**config.mk**
```make
export PLATFORM = sky130hd
export DESIGN_NAME = riscv_timer_periph
export DESIGN_NICKNAME = d
export VERILOG_FILES = /design/src/rtl/riscv_periph_pkg.sv /design/src/rtl/riscv_timer_prescaler.sv /design/src/rtl/riscv_timer_periph.sv
export SDC_FILE = /design/constraint.sdc
export NUM_CORES = 1
export LEC_CHECK = 0
export CAP_MARGIN = 10
export CORE_UTILIZATION = 61
export DETAILED_ROUTE_END_ITERATION = 12
export HOLD_SLACK_MARGIN = 0.05
export PLACE_DENSITY = 0.9
export SYNTH_ARGS = -nofsm -noshare
export SYNTH_HDL_FRONTEND = slang
export SYNTH_SLANG_ARGS = --single-unit
```
**constraint.sdc**
```tcl
create_clock -name clk -period 4.65 [get_ports clk]
set_clock_uncertainty 0.1 [all_clocks]
set_input_delay 0.93 -clock clk [delete_from_list [all_inputs] [get_ports clk]]
set_output_delay 0.93 -clock clk [all_outputs]
set_load 0.03 [all_outputs]
```
**src/rtl/riscv_periph_pkg.sv**
```systemverilog
// rtl/riscv_periph_pkg.sv - shared constants and helpers for the timer/compare peripheral
package riscv_periph_pkg;

    // Register word offsets, selected by bus_addr[4:2]
    localparam logic [2:0] REG_CTRL    = 3'd0;
    localparam logic [2:0] REG_STATUS  = 3'd1;
    localparam logic [2:0] REG_COUNT   = 3'd2;
    localparam logic [2:0] REG_COMPARE = 3'd3;

    // CTRL bit positions
    localparam int CTRL_EN_BIT         = 0;
    localparam int CTRL_AUTORELOAD_BIT = 1;
    localparam int CTRL_IRQ_EN_BIT     = 2;
    localparam int CTRL_PRESC_LSB      = 8;

    // STATUS bit positions
    localparam int STATUS_MATCH_BIT = 0;
    localparam int STATUS_OVF_BIT   = 1;

    // Upper address half matched by the top-level decode (window 0x0003_0000-0x0003_001F)
    localparam logic [15:0] TIMER_BASE_HI = 16'h0003;

    // Merge a bus write into an existing word, one byte lane per enable bit
    function automatic logic [31:0] apply_be(input logic [31:0] old_val,
                                             input logic [31:0] wdata,
                                             input logic [3:0]  be);
        logic [31:0] result;
        result = old_val;
        for (int i = 0; i < 4; i++) begin
            if (be[i]) begin
                result[8*i +: 8] = wdata[8*i +: 8];
            end
        end
        return result;
    endfunction

endpackage

```
**src/rtl/riscv_timer_prescaler.sv**
```systemverilog
// rtl/riscv_timer_prescaler.sv - prescaler counter producing one-cycle count ticks
// Ports: clk, rst_n (async, active-low); en holds the counter at 0 when low;
// presc is the terminal value; tick pulses while presc_cnt == presc and en is high.
module riscv_timer_prescaler #(
    parameter int PRESC_W = 8
) (
    input  logic               clk,
    input  logic               rst_n,
    input  logic               en,
    input  logic [PRESC_W-1:0] presc,
    output logic               tick
);

    logic [PRESC_W-1:0] presc_cnt_q;
    logic [PRESC_W-1:0] presc_cnt_d;

    // Equality (not >=) is deliberate: lowering presc below the running count
    // lets the counter wrap through 2^PRESC_W-1 before the next tick.
    assign tick = en && (presc_cnt_q == presc);

    always_comb begin
        presc_cnt_d = presc_cnt_q;
        if (!en) begin
            presc_cnt_d = '0;
        end else if (tick) begin
            presc_cnt_d = '0;
        end else begin
            presc_cnt_d = presc_cnt_q + 1'b1;
        end
    end

    always_ff @(posedge clk or negedge rst_n) begin
        if (!rst_n) begin
            presc_cnt_q <= '0;
        end else begin
            presc_cnt_q <= presc_cnt_d;
        end
    end

endmodule

```
**src/rtl/riscv_timer_periph.sv**
```systemverilog
// rtl/riscv_timer_periph.sv - memory-mapped prescaled timer with compare, irq and PWM
// Ports: clk, rst_n (async, active-low); bus_cs/bus_addr/bus_wdata/bus_be/bus_we/bus_re
// data-memory bus slave with registered bus_rdata (1-cycle latency); irq level
// interrupt; pwm_out high while enabled and COUNT < COMPARE.
module riscv_timer_periph
    import riscv_periph_pkg::*;
#(
    parameter int          PRESC_W   = 8,
    parameter logic [31:0] CMP_RESET = 32'hFFFF_FFFF
) (
    input  logic        clk,
    input  logic        rst_n,
    input  logic        bus_cs,
    input  logic [4:0]  bus_addr,
    input  logic [31:0] bus_wdata,
    input  logic [3:0]  bus_be,
    input  logic        bus_we,
    input  logic        bus_re,
    output logic [31:0] bus_rdata,
    output logic        irq,
    output logic        pwm_out
);

    // Only implemented CTRL bits are stored; everything else reads back as 0
    localparam logic [31:0] CTRL_MASK =
        ({{(32-PRESC_W){1'b0}}, {PRESC_W{1'b1}}} << CTRL_PRESC_LSB) | 32'h0000_0007;

    logic [31:0] ctrl_q, ctrl_d;
    logic        match_q, match_d;
    logic        ovf_q, ovf_d;
    logic [31:0] count_q, count_d;
    logic [31:0] compare_q, compare_d;
    logic [31:0] rdata_q, rdata_d;
    logic        irq_q, irq_d;
    logic        pwm_q, pwm_d;

    logic        wr_en;
    logic        rd_en;
    logic [2:0]  reg_idx;
    logic        tick;
    logic        unused_addr_lsb;

    assign wr_en           = bus_cs & bus_we;
    assign rd_en           = bus_cs & bus_re;
    assign reg_idx         = bus_addr[4:2];
    assign unused_addr_lsb = ^bus_addr[1:0];

    riscv_timer_prescaler #(
        .PRESC_W (PRESC_W)
    ) u_prescaler (
        .clk   (clk),
        .rst_n (rst_n),
        .en    (ctrl_q[CTRL_EN_BIT]),
        .presc (ctrl_q[CTRL_PRESC_LSB +: PRESC_W]),
        .tick  (tick)
    );

    always_comb begin
        ctrl_d    = ctrl_q;
        match_d   = match_q;
        ovf_d     = ovf_q;
        count_d   = count_q;
        compare_d = compare_q;
        rdata_d   = rdata_q;

        // W1C goes first so a hardware set in the same cycle overrides the clear
        if (wr_en && (reg_idx == REG_STATUS) && bus_be[0]) begin
            if (bus_wdata[STATUS_MATCH_BIT]) match_d = 1'b0;
            if (bus_wdata[STATUS_OVF_BIT])   ovf_d   = 1'b0;
        end

        if (tick) begin
            if (count_q == compare_q) begin
                match_d = 1'b1;
            end
            if ((count_q == compare_q) && ctrl_q[CTRL_AUTORELOAD_BIT]) begin
                count_d = '0;
            end else begin
                count_d = count_q + 32'd1;
                if (count_q == 32'hFFFF_FFFF) ovf_d = 1'b1;
            end
        end

        // Bus writes come after the tick update so a COUNT write discards the increment
        if (wr_en) begin
            case (reg_idx)
                REG_CTRL:    ctrl_d    = apply_be(ctrl_q, bus_wdata, bus_be) & CTRL_MASK;
                REG_COUNT:   count_d   = apply_be(count_q, bus_wdata, bus_be);
                REG_COMPARE: compare_d = apply_be(compare_q, bus_wdata, bus_be);
                default:     ;
            endcase
        end

        // Reads sample pre-write state, so a combined we/re returns the old value
        if (rd_en) begin
            case (reg_idx)
                REG_CTRL:    rdata_d = ctrl_q;
                REG_STATUS:  rdata_d = {30'd0, ovf_q, match_q};
                REG_COUNT:   rdata_d = count_q;
                REG_COMPARE: rdata_d = compare_q;
                default:     rdata_d = '0;
            endcase
        end

        irq_d = match_d & ctrl_d[CTRL_IRQ_EN_BIT];
        pwm_d = ctrl_q[CTRL_EN_BIT] & (count_q < compare_q);
    end

    always_ff @(posedge clk or negedge rst_n) begin
        if (!rst_n) begin
            ctrl_q    <= '0;
            match_q   <= 1'b0;
            ovf_q     <= 1'b0;
            count_q   <= '0;
            compare_q <= CMP_RESET;
            rdata_q   <= '0;
            irq_q     <= 1'b0;
            pwm_q     <= 1'b0;
        end else begin
            ctrl_q    <= ctrl_d;
            match_q   <= match_d;
            ovf_q     <= ovf_d;
            count_q   <= count_d;
            compare_q <= compare_d;
            rdata_q   <= rdata_d;
            irq_q     <= irq_d;
            pwm_q     <= pwm_d;
        end
    end

    assign bus_rdata = rdata_q;
    assign irq       = irq_q;
    assign pwm_out   = pwm_q;

endmodule

```
Fig. 1: clock routing
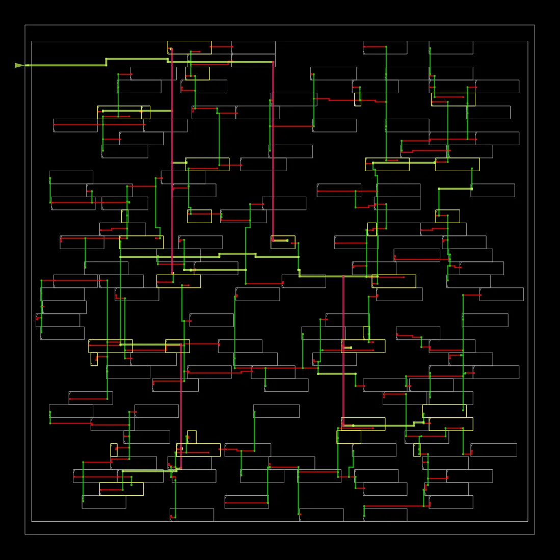
flop count: 119
CTS Buf Count: 17

==> reports/results.ini <==
[routing]
met1_length_mm=7.35
drt_iter0_markers=659
postRouteAntennaNets=0
wirelength_mm=18.9
met3_length_mm=1.70
viasPerCell=6.68
route.met2.wl_mm=9.14
highest_layer=met4

[setup_path]
cp.required_ns=5.00
r2r_setup_slack_ns=1.07
path_delay_family=simple AND/OR/NAND/NOR gates
cp_slowest_stage_delay_ns=0.91
end_kind=register
crit_slowest_cell=clkdlybuf4s50_1
cp-endpoint=compare_q[6]$_DFFE_PN1P_
critPathLaunch=bus_addr[2]
reg2reg_from=compare_q[31]$_DFFE_PN1P_
critPathLaunchType=primary input
crit_type=in2reg
path_max_fanout=15
arrival_ns=3.97

[floorplan]
fp-utilization_pct=63.9
die-area_sq_um=11400
core_sq_um=10500
die_h_microns=107
rows=37

[placed_design]
dp_hpwl_mm=13.0
place_area_sq_um=7600
portBuffers=77
dp_cells=860
place_worst_setup_slack_ns=0.813

[min_path]
hp-class=reg2reg
hold_depth=2
min_to=bus_rdata[18]$_DFFE_PN0P_

[layout]
final_cell_mix=dfrtp_1 (87), clkdlybuf4s50_1 (76), nand2_1 (64)
antenna-diode-count=0
finalNetCount=823
postLayoutCellArea_sq_um=8120
area_growth_pct=21.3
n_fill_cell=672
final_common_cell=dfrtp_1
final_cells=891
drive_gt1_share_pct=15.8

[logic_synthesis]
top_cell_area_share_pct=32.5
ys_chip_area_sq_um=6690
ys_cells=663
synthTopLogicFamily=AND-OR/OR-AND gates
synth-edff-count=0
ys_ff=119
fp_nets=743
yosys_warnings=0
aoi_share_pct=16.8
synth_top_flop_cell=dfrtp_1
synth-xor-area-share_pct=3.14
async_flop_share_pct=100
fa_ha_area_share_pct=6.36
syn_area_per_cell_sq_um=10.1
yosysUniqueCellTypes=63

[clocking]
cts_root_buffer=clkbuf_8
cts_tree=done
cts_setup_buffers=0
h-tree-depth=4
cts_hold_buf=0
cts_resized=0

[grt]
met3_usage_pct=8.27
gr-total-overflow=0
grt_max_degree=64
grt_first_pass_wirelength_mm=30.8
grt_busiest_layer=met2
met1_usage_pct=45.5
met2_usage_pct=56.4

[pwr]
pwr-share-comb_pct=24.4
p_sw_share_pct=32.4
p_comb_mw=0.853
power.share.clock_pct=33.4
leakage_nw=3.48
p_sw_mw=1.13

[final_timing]
period_minus_slack_ns=3.61
worst_pin_slew_ns=1.18
holdWs_ns=0.376
drv_slew=0
setup_tns_ns=0
hold_viol=0
setup_viol=0
setup_slack_ns=1.04
slew_headroom_pct=20.7

[flow_run]
drv_cap=0
warnings=28

[outcome]
status=complete, no violations

Fig. 2: sequential cells grouped by signal name
The bar under the picture is 20 microns long. Other sequential cells in the stronger gray, the rest of the logic in the fainter gray.
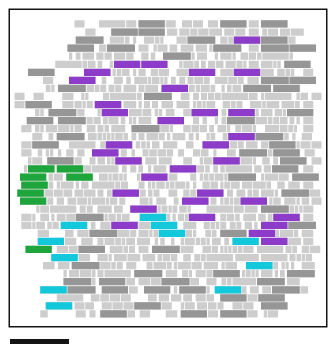
[count_q] purple | placed flops: 32
[u_prescaler.presc_cnt_q] green | placed flops: 8 | where: west
[ctrl_q] cyan | placed flops: 11
Sequential Power: 1.47 mW
Flop area: 3020 sq um
Final Core Density: 77.6%
sequential share of cell area: 37.2%

-- layout make-up --
cell class	instances	share of cell area [%]
clock buffers	28	6.23
clock inverters	3	0.185
inverters	46	2.13
multi-input cells	471	41.7
flip-flops and latches	119	37.2
well taps	136	2.10
repair buffers	88	10.5
-- Yosys cell counts (all sizes together), types with 2 or more instances --
master and count:
and3 10, a21oi 17, o21a 3, and4 3
mux2 37, nand3 25, nand4 26, a21o 13
xnor2 11, o31a 3, and2 6, mux4 2
clkbuf 18, o211ai 6, nor3 9, or3 4
dfrtp 87, a22o 12, mux2i 16, o41ai 3
xor2 13, nor4 6, or4 3, o22ai 19
nand4b 2, o21ai 46, inv 46, nand2b 4
a22oi 32, buf 9, nor2 20, nand2 64
ha 34, nor3b 2, dfstp 32, a31oi 2
nor2b 4
Power and IR drop assume default switching activity.
